Fig. 1: routed metal, one colour a layer
Drawn at 6 px/um.
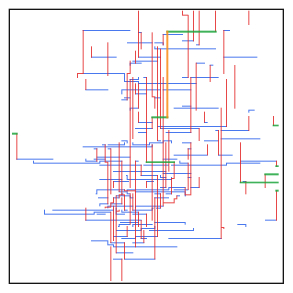
Fig. 2: wiring heat map
Drawn at 8 px/um. 9 x 9 tiles, from dark purple (low) to yellow (high), scaled to the fullest tile. Values are wire area over tile area, all layers added.
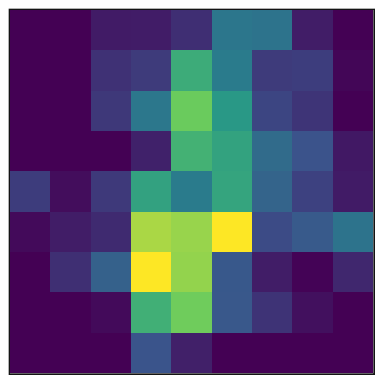
Fig. 3: routing congestion map
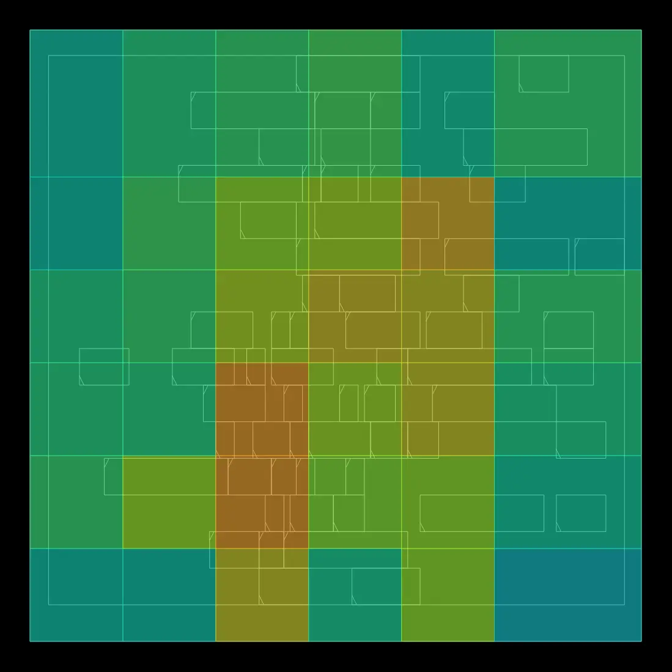
Fig. 4: routed clock nets over the placement
Drawn at 8 px/um.
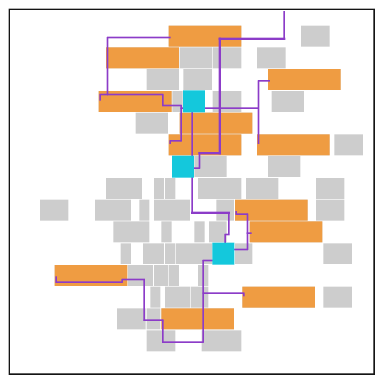
Fig. 5: M3 wires
Drawn at 6 px/um. Cells faint in the background.
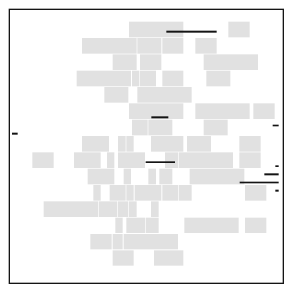
==> config.mk <==
export PLATFORM = sky130hd
export DESIGN_NAME = tdm_demultiplexer_flat
export DESIGN_NICKNAME = d
export VERILOG_FILES = /design/src/rtl/tdm_demultiplexer_if.sv /design/src/rtl/tdm_demultiplexer.sv /design/src/flat_wrapper.sv
export SDC_FILE = /design/constraint.sdc
export NUM_CORES = 1
export LEC_CHECK = 0
export CAP_MARGIN = 20
export CORE_UTILIZATION = 30
export CTS_CLUSTER_DIAMETER = 200
export DETAILED_ROUTE_END_ITERATION = 7
export PLACE_DENSITY = 0.6
export SYNTH_ARGS = -nofsm -noshare
export SYNTH_HDL_FRONTEND = slang
export SYNTH_SLANG_ARGS = --single-unit
==> constraint.sdc <==
create_clock -name clk -period 2.5 [get_ports clk]
set_input_delay 0.5 -clock clk [delete_from_list [all_inputs] [get_ports clk]]
set_output_delay 0.5 -clock clk [all_outputs]
set_load 0.01 [all_outputs]
==> qor_table.md <==
| Result | Value |
| --- | --- |
| Post-synthesis adder-cell area fraction | 11.1% |
| Number of pins with negative max-slew slack in the final report | 0 |
| # port buffers | 13 |
| Reg2Reg Setup Slack | 840 ps |
| Routability congestion estimate from global placement | 0.807 |
| Number of cells on the worst reg-to-reg path | 6 |
| Highest clock rate | 543 MHz |
| Yosys-reported design area after synthesis | 566 um2 |
| Critical path's top delay family | buffers and inverters |
| Via count of the first global-routing pass | 373 |
| Max-Slew Margin vs Limit | 64.2% |
| Most numerous logic cells after layout | sky130_fd_sc_hd__clkdlybuf4s50_1 (13), sky130_fd_sc_hd__dfrtp_1 (12), sky130_fd_sc_hd__mux2_2 (7), sky130_fd_sc_hd__inv_1 (6) |
| Number of levels in the clock H-tree | 1 |
| Avg Vias per Cell | 4.53 |
| Critical path capture point type | output port |
| Number of nets in the final layout | 73 |
| Maximum fanout along the worst path | 8 |
| Seq cells post-synth | 12 |
| Footprint of the flip-flops and latches | 300 um2 |
| Portion of the post-synthesis area used by sequential elements | 53.1% |
| Violation tally from detailed-route iteration zero | 7 |
| Die span in y | 45.4 um |
| Count of unique library cells instantiated by Yosys | 15 |
| Hold Slack | 505 ps |
| Area of the multi-input gates | 235 um2 |
| Number of core rows | 15 |
| Critical path startpoint category | flop |
| Worst path depth | 1 |
| Post-DRT Antenna Nets | 0 |
| Worst path cell trace | clkdlybuf4s50_1 |
| Number of cells produced by synthesis | 46 |
| Core outline area | 1750 um2 |
| Maximum clock path buffer count | 2 |
| Total power after layout | 0.674 mW |
| Total number of yosys warnings | 0 |
| Wire length of the first global-routing pass | 1610 um |
| Top-level port count | 14 |
| Largest area contributor in the netlist | sky130_fd_sc_hd__dfrtp_1 |
| Post-Route Setup TNS | 0 ps |
| Clock period minus final worst setup slack | 1840 ps |
| Multiplexer area fraction after synthesis | 13.9% |
| Critical path start-end classification | flop to output port |
| Setup repair after global routing missed its margin | no |
| Total number of clock tree sinks | 12 |
| Post-route insts no fill | 87 |
| Final Hold Vio Count | 0 |
| Gr ovfl total | 0 |
| Max-capacitance violation count | 0 |
| Net count after synthesis | 56 |
| Simple-Gate Fraction of Synth Area | 11.3% |
| Sw Ratio | 29.1% |
| Xor/xnor share | 0% |
| Outcome | complete, no violations |
| Hold Path Class | flop to flop |
| Area growth from synthesis to final layout | 33.6% |
| Top cells by area, synth | sky130_fd_sc_hd__dfrtp_1 (53%), sky130_fd_sc_hd__mux2_2 (14%), sky130_fd_sc_hd__ha_1 (11%) |
| Tcrit/Tclk final | 73.6% |
| Number of gates resized after CTS | 0 |
| Top logic cell by instance count in the layout | sky130_fd_sc_hd__clkdlybuf4s50_1 |
| Slew of the pin with the lowest slew margin | 536 ps |
| Peak per-stage delay on the critical path | 590 ps |
| Static leakage | 0.357 nW |
| Post-CTS Hold Fix Bufs | 0 |
| Number of cells in Yosys stat | 46 |
| CP bufs+invs | 1 |
| Design internal power | 0.478 mW |
| Yosys aoi share | 5.31% |
| Number of cells on the worst hold path | 1 |
| Die W | 45.4 um |
| Pin count of the biggest net entering global routing | 13 |
| Cell count after placement | 83 |
| Net switching power of the design | 0.196 mW |
| Final Setup Violations | 0 |
| Gate power share | 34.7% |
| Clock tree root buffer cell | sky130_fd_sc_hd__clkbuf_4 |
| Half-perimeter wire length after detailed placement | 737 um |
| Highest ir drop seen on vdd | 223 uV |
| Final-layout fill cell count | 182 |
| Floorplan Utilization | 32.4% |
| Share of cells above drive strength 1 | 19.4% |
| Number of setup buffers added after CTS | 0 |
| Synth Area per Inst | 12.3 um2 |
| Arrival time of the worst setup path | 1340 ps |
| Required time at the worst-slack endpoint | 2000 ps |
| Areal power density over the cells | 892 nW/um2 |
| Max FFs per register | 2 |
| Number of antenna violations at the first check in global routing | 0 |
| Number of inserted diodes | 0 |
| Number of OpenROAD warnings | 29 |
| Cell with the largest stage delay on the worst path | sky130_fd_sc_hd__clkdlybuf4s50_1 |
| Largest logic family | multiplexers |
| Total standard cell area after synthesis | 566 um2 |
| DRC violations left | 0 |
| Total die size | 2060 um2 |
| Clock edge transition at the registers on the reported setup and hold paths | 70 ps |
| Clock tree from TritonCTS | done |
| Clock buffer count from CTS | 3 |
| Reg power frac | 42.4% |
| DRT Pass-1 Iters | 3 |
| Yosys top cell area share | 53.1% |
About Fig. 1:
[metal 3] green | wire length: 25.3 um
[metal 1] blue | wire length: 473 um
[metal 4] orange | wire length: 14.3 um
[metal 2] red | wire length: 474 um
overall track demand over capacity in global routing: 11.1%
Wirelength per Cell: 11.3 um
Post-Route WL: 985 um
count of vias placed by the detailed router: 394

About Fig. 2:
densest ninth of the die: middle
nearly empty tiles: 30%
fullest tile: 0.32

About Fig. 3:
Final Core Density: 43.3%
met1 Usage GRT: 14.7%
layer with the highest usage after global routing: met2

About Fig. 4:
[clock drivers] cyan | count: 3
[flip-flops] orange | count: 12
[clock wires] purple | length: 166 um
routed clock nets: 4
part of the power in the clock network: 22.8%
source-to-sink clock delay at the later pin of the worst-skew pair: 270 ps
clock network power: 0.154 mW
largest clock skew in the final design: 4.34 ps

About Fig. 5:
nets with wire on the layer: 8
share of all routed wire: 2.6%
main direction: horizontal
fraction of met3 tracks used by global routing: 1.19%

## cell type report
type | count | share of cell area, %
Timing Repair Buffer | 13 | 17.2
Inverter | 6 | 2.98
Sequential cell | 12 | 39.7
Multi-Input combinational cell | 27 | 31.1
Tap cell | 25 | 4.14
Clock buffer | 4 | 4.80
## layer usage
| metal | GRT usage, % | vias to the layer above | share of wire [%] |
|---|---|---|---|
| met1 | 14.7 | 187 | 48 |
| met4 | 7.27 | 0 | 1.4 |
| met3 | 1.19 | 2 | 2.5 |
| met5 | 0 | - | 0 |
| met2 | 16.9 | 10 | 48 |
| li1 | - | 195 | - |
## through the flow
step           worst slack, ps  util, %  area (um2)
5_1_grt                    586     43.3         756
4_1_cts                    648     43.3         756
2_1_floorplan              958        -         566
3_5_place_dp               515     41.2         719
3_3_place_gp               529     41.2         719
6_report                   660     43.3         756
## cell families after synthesis
family | after synthesis
fa+ha+maj | 5
buf+inv | 7
flops | 12
simple gates | 11
compound gates | 4
mux | 7
## cells in the mapped netlist, drive strengths merged
cell type / number
a22o: 1
and3: 1
buf: 1
dfrtp: 12
ha: 5
inv: 6
mux2: 7
nand2: 5
nand4: 2
nand4b: 1
nor3: 1
nor4: 1
o211ai: 1
o21ai: 1
o311ai: 1
## power by group through the flow
| stage | sequential (mW) | clock [mW] | combinational (mW) |
|---|---|---|---|
| floorplan | 0.306 | 0 | 0.0993 |
| global placement | 0.292 | 0 | 0.234 |
| detailed placement | 0.291 | 0 | 0.237 |
| CTS | 0.287 | 0.158 | 0.238 |
| global route | 0.297 | 0.166 | 0.258 |
| finish | 0.286 | 0.154 | 0.234 |
No activity file was given, so power comes from the tool's default toggle rates.
